$ cat src/rtl/ctrl_desplazamiento_if.sv
// Request/handshake and shift-register control bundle for ctrl_desplazamiento.
// slave = sequencer view, master = requester/environment view.
interface ctrl_desplazamiento_if #(
  parameter int N  = 4,
  parameter int CW = 3
);
  logic          REQ;
  logic [N-1:0]  D_IN;
  logic          DIR_IN;
  logic          ROT;
  logic [CW-1:0] CNT;
  logic          S_IN_EXT;
  logic          ACK;
  logic          BUSY;
  logic          DONE;
  logic          ENB;
  logic [1:0]    MODO;
  logic          DIR;
  logic [N-1:0]  D;
  logic          S_IN;

  modport slave (
    input  REQ, D_IN, DIR_IN, ROT, CNT, S_IN_EXT,
    output ACK, BUSY, DONE, ENB, MODO, DIR, D, S_IN
  );

  modport master (
    output REQ, D_IN, DIR_IN, ROT, CNT, S_IN_EXT,
    input  ACK, BUSY, DONE, ENB, MODO, DIR, D, S_IN
  );
endinterface

$ cat src/rtl/ctrl_desplazamiento.sv
// Sequencer for the N-bit universal shift register: one parallel load followed
// by CNT shift/rotate steps, with ACK/BUSY/DONE handshake toward the requester.
module ctrl_desplazamiento #(
  parameter int N  = 4,
  parameter int CW = 3
) (
  input  logic                   CLK,
  input  logic                   RESET,
  ctrl_desplazamiento_if.slave   bus
);

  typedef enum logic [1:0] {IDLE, LOAD, SHIFT, FIN} state_t;

  localparam logic [1:0] ModeLoad  = 2'b10;
  localparam logic [1:0] ModeShift = 2'b01;
  localparam logic [1:0] ModeRot   = 2'b00;

  state_t        state;
  logic [N-1:0]  word;
  logic          dirQ;
  logic          rotQ;
  logic [CW-1:0] cntQ;
  logic [CW-1:0] counter;

  logic          ackR;
  logic          busyR;
  logic          doneR;
  logic          enbR;
  logic [1:0]    modoR;
  logic          dirR;
  logic [N-1:0]  dR;

  // Outputs are registered: each branch loads the values for the state being entered.
  always_ff @(posedge CLK or posedge RESET) begin
    if (RESET) begin
      state   <= IDLE;
      word    <= '0;
      dirQ    <= 1'b0;
      rotQ    <= 1'b0;
      cntQ    <= '0;
      counter <= '0;
      ackR    <= 1'b0;
      busyR   <= 1'b0;
      doneR   <= 1'b0;
      enbR    <= 1'b0;
      modoR   <= ModeRot;
      dirR    <= 1'b0;
      dR      <= '0;
    end else begin
      ackR  <= 1'b0;
      doneR <= 1'b0;
      case (state)
        IDLE: begin
          busyR <= 1'b0;
          enbR  <= 1'b0;
          modoR <= ModeRot;
          dirR  <= 1'b0;
          dR    <= '0;
          if (bus.REQ) begin
            state <= LOAD;
            word  <= bus.D_IN;
            dirQ  <= bus.DIR_IN;
            rotQ  <= bus.ROT;
            cntQ  <= bus.CNT;
            ackR  <= 1'b1;
            busyR <= 1'b1;
            enbR  <= 1'b1;
            modoR <= ModeLoad;
            dirR  <= bus.DIR_IN;
            dR    <= bus.D_IN;
          end
        end
        LOAD: begin
          counter <= cntQ;
          if (cntQ != '0) begin
            state <= SHIFT;
            enbR  <= 1'b1;
            modoR <= rotQ ? ModeRot : ModeShift;
          end else begin
            state <= FIN;
            enbR  <= 1'b0;
            modoR <= ModeRot;
            doneR <= 1'b1;
          end
        end
        SHIFT: begin
          counter <= counter - 1'b1;
          if (counter == CW'(1)) begin
            state <= FIN;
            enbR  <= 1'b0;
            modoR <= ModeRot;
            doneR <= 1'b1;
          end
        end
        FIN: begin
          state <= IDLE;
          busyR <= 1'b0;
          enbR  <= 1'b0;
          modoR <= ModeRot;
          dirR  <= 1'b0;
          dR    <= '0;
        end
        default: state <= IDLE;
      endcase
    end
  end

  assign bus.ACK  = ackR;
  assign bus.BUSY = busyR;
  assign bus.DONE = doneR;
  assign bus.ENB  = enbR;
  assign bus.MODO = modoR;
  assign bus.DIR  = dirR;
  assign bus.D    = dR;
  // Serial fill follows the requester directly, gated to shift mode only.
  assign bus.S_IN = (modoR == ModeShift) ? bus.S_IN_EXT : 1'b0;

endmodule
$ cat src/flat_wrapper.sv
// flat-port wrapper written by rule: the top's interface ports become plain ports
module ctrl_desplazamiento_flat 
#(
  parameter int N  = 4,
  parameter int CW = 3
)
  (CLK, RESET, bus_REQ, bus_D_IN, bus_DIR_IN, bus_ROT, bus_CNT, bus_S_IN_EXT, bus_ACK, bus_BUSY, bus_DONE, bus_ENB, bus_MODO, bus_DIR, bus_D, bus_S_IN);
  ctrl_desplazamiento_if #(.N(N), .CW(CW)) bus_i ();
  input  logic CLK;
  input  logic RESET;
  input wire logic [$bits(bus_i.REQ)-1:0] bus_REQ;
  input wire logic [$bits(bus_i.D_IN)-1:0] bus_D_IN;
  input wire logic [$bits(bus_i.DIR_IN)-1:0] bus_DIR_IN;
  input wire logic [$bits(bus_i.ROT)-1:0] bus_ROT;
  input wire logic [$bits(bus_i.CNT)-1:0] bus_CNT;
  input wire logic [$bits(bus_i.S_IN_EXT)-1:0] bus_S_IN_EXT;
  output wire logic [$bits(bus_i.ACK)-1:0] bus_ACK;
  output wire logic [$bits(bus_i.BUSY)-1:0] bus_BUSY;
  output wire logic [$bits(bus_i.DONE)-1:0] bus_DONE;
  output wire logic [$bits(bus_i.ENB)-1:0] bus_ENB;
  output wire logic [$bits(bus_i.MODO)-1:0] bus_MODO;
  output wire logic [$bits(bus_i.DIR)-1:0] bus_DIR;
  output wire logic [$bits(bus_i.D)-1:0] bus_D;
  output wire logic [$bits(bus_i.S_IN)-1:0] bus_S_IN;
  assign bus_i.REQ = bus_REQ;
  assign bus_i.D_IN = bus_D_IN;
  assign bus_i.DIR_IN = bus_DIR_IN;
  assign bus_i.ROT = bus_ROT;
  assign bus_i.CNT = bus_CNT;
  assign bus_i.S_IN_EXT = bus_S_IN_EXT;
  assign bus_ACK = bus_i.ACK;
  assign bus_BUSY = bus_i.BUSY;
  assign bus_DONE = bus_i.DONE;
  assign bus_ENB = bus_i.ENB;
  assign bus_MODO = bus_i.MODO;
  assign bus_DIR = bus_i.DIR;
  assign bus_D = bus_i.D;
  assign bus_S_IN = bus_i.S_IN;
  ctrl_desplazamiento #(.N(N), .CW(CW)) u_core (.CLK(CLK), .RESET(RESET), .bus(bus_i));
endmodule
$ cat config.mk
export PLATFORM = sky130hd
export DESIGN_NAME = ctrl_desplazamiento_flat
export DESIGN_NICKNAME = d
export VERILOG_FILES = /design/src/rtl/ctrl_desplazamiento_if.sv /design/src/rtl/ctrl_desplazamiento.sv /design/src/flat_wrapper.sv
export SDC_FILE = /design/constraint.sdc
export NUM_CORES = 1
export LEC_CHECK = 0
export CELL_PAD_IN_SITES_DETAIL_PLACEMENT = 0
export CELL_PAD_IN_SITES_GLOBAL_PLACEMENT = 1
export CORE_ASPECT_RATIO = 1.2
export CORE_UTILIZATION = 37
export CTS_CLUSTER_SIZE = 14
export DETAILED_ROUTE_END_ITERATION = 10
export PLACE_DENSITY_LB_ADDON = 0.1
export SYNTH_ARGS = -nofsm -noshare
export SYNTH_HDL_FRONTEND = slang
export SYNTH_SLANG_ARGS = --single-unit
$ cat constraint.sdc
create_clock -name CLK -period 1.57 [get_ports CLK]
set_input_delay 0.3925 -clock CLK [delete_from_list [all_inputs] [get_ports CLK]]
set_output_delay 0.3925 -clock CLK [all_outputs]
set_load 0.01 [all_outputs]
==> run_results.csv <==
group,metric,value,unit
routing,ant_nets,0,
cells_and_area,lay_top_count,"dfrtp_1",
grt,grt_max_degree,21,
floorplan,ios,25,
clock_tree,cts_tree,"yes",
power_and_ir_drop,finalPower,2.61,mW
logic_synthesis,ys.flops,20,
logic_synthesis,largest_area_cell,"dfrtp_1",
logic_synthesis,syn_area_per_cell,11.0,um2
timing,finalCritPeriodShare,95.6,%
place,placedCellCount,153,
cells_and_area,mostFrequentLayoutCells,"dfrtp_1, nand2_1, clkdlybuf4s50_1",
setup_path,cp-end-kind,"output port",
logic_synthesis,mux_area_share,7.03,%
logic_synthesis,top_area_share,49.3,%
logic_synthesis,ys_cells,92,
clock_tree,path_clk_slew,0.11,ns
clock_tree,clockBufferDepth,2,
clock_tree,h-tree-depth,1,
setup_path,startpoint_type,"primary input",
grt,grt_pass1_wl,3330,um
timing,hold_viol,0,
cells_and_area,insertedDiodeCount,0,
routing,route.vias.total,743,
floorplan,dieWidth,49.8,um
logic_synthesis,synth_area,0.00101,mm2
logic_synthesis,synth.distinct_cells,31,
clock_tree,cts_root_buf,"clkbuf_4",
logic_synthesis,xor_share,0,%
cells_and_area,fin_cells,157,
logic_synthesis,edf_count,0,
place,dp_hpwl,1460,um
timing,holdWs,0.396,ns
timing,timing.fmax,0.666,GHz
job,maxCapViolCount,0,
logic_synthesis,yosys_area,0.00101,mm2
power_and_ir_drop,power.density,1930,mW/mm2
timing,setup_tns,0,ns
timing,rsz0062_at_grt,"no",
logic_synthesis,ys_sh_adder,8.63,%
setup_path,crit_fanout,1,
routing,wl_per_cell,12.6,um
setup_path,r2r_setup_slack,0.11,ns
routing,drt_iter0_markers,10,
setup_path,path_class,"in2out",
cells_and_area,drive_gt1_share,21.0,%
logic_synthesis,synth.logic.top_family,"AND-OR/OR-AND gates",
job,warning_count,31,
routing,drcViolationCount,0,
setup_path,critPathMaxStageDelay,0.45,ns
clock_tree,numCtsBuffers,3,
logic_synthesis,synthesis.instances,92,
grt,grt.total_usage,15.7,%
cells_and_area,largest_reg_flops,4,
cells_and_area,area_growth,33.2,%
cells_and_area,final_nets,145,
place,io_buffers,24,
logic_synthesis,simple_gate_share,12.8,%
grt,grt-ovfl-total,0,
floorplan,dieArea,0.00296,mm2
run_status,outcome,"finished, final reports clean",
worst_hold_path,hp-class,"in2async",
clock_tree,clock_sinks,20,
grt,grt_antenna_before_repair,0,
logic_synthesis,aoi_share,16.4,%
routing,via_per_inst,4.73,
logic_synthesis,ys_warn_count,0,
setup_path,rr_worst_depth,5,
setup_path,worstPathCellList,"clkdlybuf4s50_1, and3b_1, buf_2",
setup_path,required,1.18,ns
routing,wirelength,1980,um
logic_synthesis,synthArstFlopShare,100,%
logic_synthesis,floorplan.nets,112,
place,gp_congestion,0.732,
timing,slew_headroom,69.6,%
floorplan,fp_util,39.4,%
timing,finalMaxSlewViolations,0,
setup_path,cpMaxStageDelayCell,"clkdlybuf4s50_1",
timing,setup_viol_count_final,0,
setup_path,r2r-end,"u_core.state[1]$_DFFE_PP0P_",
grt,grt_pass1_vias,729,
clock_tree,cts-resized-gates,15,
clock_tree,cts_setup_buffers,0,
routing,first_pass_iters,4,
timing,worstMarginPinSlew,0.450,ns
power_and_ir_drop,total_leakage_power,0.668,nW
logic_synthesis,postSynthSeqShare,49.3,%
clock_tree,cts_hold_buf,0,
timing,min_period,1.50,ns
logic_synthesis,ys.flop_type,"dfrtp_1",
setup_path,cp.arrival,1.11,ns
setup_path,timing.rr.start,"u_core.state[1]$_DFFE_PP0P_",
logic_synthesis,synthTopCellsByArea,"dfrtp_1, ha_1, mux2_2",
==> Yosys cell counts, types with 2 or more instances <==
cell type / count
nand3_1: 2
inv_1: 8
o211ai_1: 2
nand2_1: 14
o21ai_0: 9
mux2_2: 5
buf_2: 2
a21oi_1: 2
ha_1: 7
dfrtp_1: 20
==> metrics by stage <==
stage / setup WS [ns] / cell area (um2) / util [%]
after floorplan: 0.143 / 1010 / -
after global placement: -0.327 / 1330 / 51.5
after detailed placement: -0.342 / 1330 / 51.5
after CTS: 0.0577 / 1350 / 52.2
after global routing: 0.0167 / 1350 / 52.4
final: 0.0691 / 1350 / 52.4
==> cell type report <==
cell class	instances	area (um2)
clock buffers	4	36.3
fillers	250	1230
inverters	8	30.0
multi-input cells	60	462
flip-flops and latches	20	500
well taps	33	41.3
repair buffers	32	282
==> worst max path at each step <==
stage | from | endpoint
floorplan | u_core.state[0]$_DFFE_PP0P_ | u_core.state[1]$_DFFE_PP0P_
global placement | bus_S_IN_EXT | bus_S_IN
detailed placement | bus_S_IN_EXT | bus_S_IN
CTS | bus_S_IN_EXT | bus_S_IN
global route | u_core.state[1]$_DFFE_PP0P_ | u_core.state[0]$_DFFE_PP0P_
finish | bus_S_IN_EXT | bus_S_IN
==> power breakdown <==
part / total, mW / switching, mW / internal (mW)
Combinational: 1.42 / 0.689 / 0.729
Sequential: 0.891 / 0.147 / 0.744
Clock: 0.305 / 0.163 / 0.142
==> per-layer routing <==
metal  wire [um]  GRT usage [%]  vias to the layer above
met5           0              0                        -
met4          55           9.80                        0
met3          72           2.56                        5
met2         851           25.1                       18
met1         999           19.7                      343
li1            -              -                      377
==> worst max-delay path: cells and delay by family <==
| kind | cells | cell delay (ns) |
|---|---|---|
| simple gates | 1 | 0.15 |
| buf+inv | 2 | 0.57 |
Supply network:
Bar = 10 um. Pins as bars on the die edge.
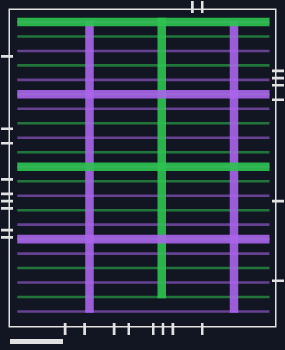
Purple shows VSS. Green shows VDD.
3 straps on met4. 21 met1 rails follow the rows. 4 straps on met5. The core has 20 rows. 25 signal pins sit on the boundary.
peak supply drop: 0.953 mV
DIE HEIGHT: 59.4 um
core footprint: 0.00258 mm2

Placement by cell class:
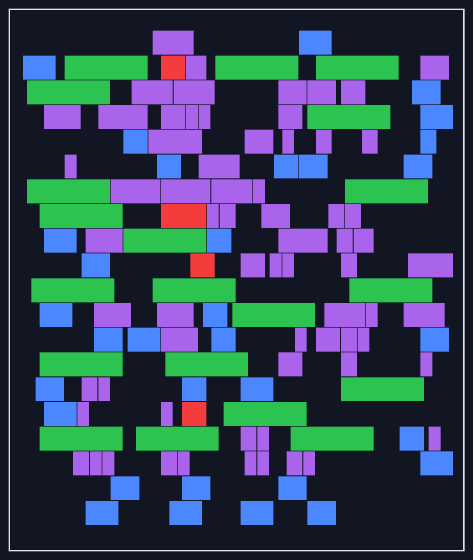
Red shows clock drivers and dummy loads, cells 4. Blue shows other buffers and delay cells, cells 32. Purple shows all other logic, cells 68. Green shows flip-flops, cells 20.
final instance area: 0.00135 mm2
Layout Utilization: 52.4%
Seq area share: 37.0%
Site Rows: 20

Clock distribution:
Bar = 10 um.
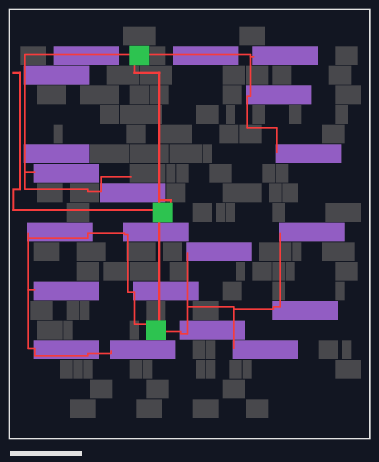
Purple shows flip-flops, count 20. Red shows clock wires, length 280 um. Green shows cells driving clock nets, count 3.
Position of the flops: spread over the die. There are 4 routed clock nets.
Power Clock: 305 uW
Worst Clk Skew: 0.00475 ns

Metal layers overlaid:
Bar = 10 um.
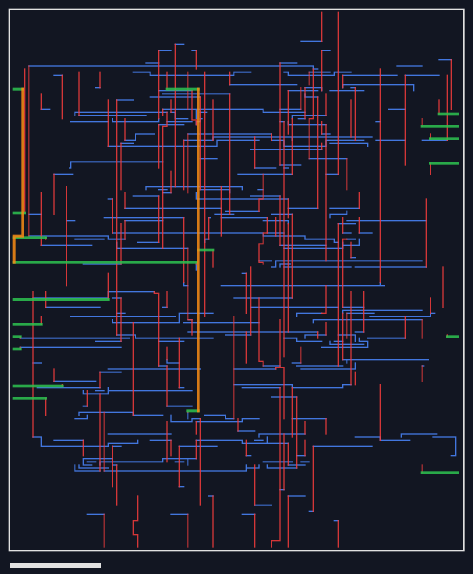
Red shows met2, wire length 852 um. Orange shows met4, wire length 55.3 um. Green shows met3, wire length 72.2 um. Blue shows met1, wire length 1000 um.

The clock network:
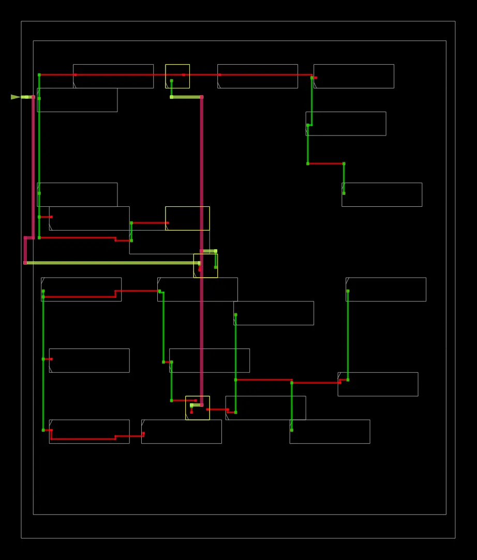
Layout clock buffers: 4
seq_cells: 20
Worst-Skew Late Latency: 0.31 ns

Power is estimated from default activity; no workload was simulated.
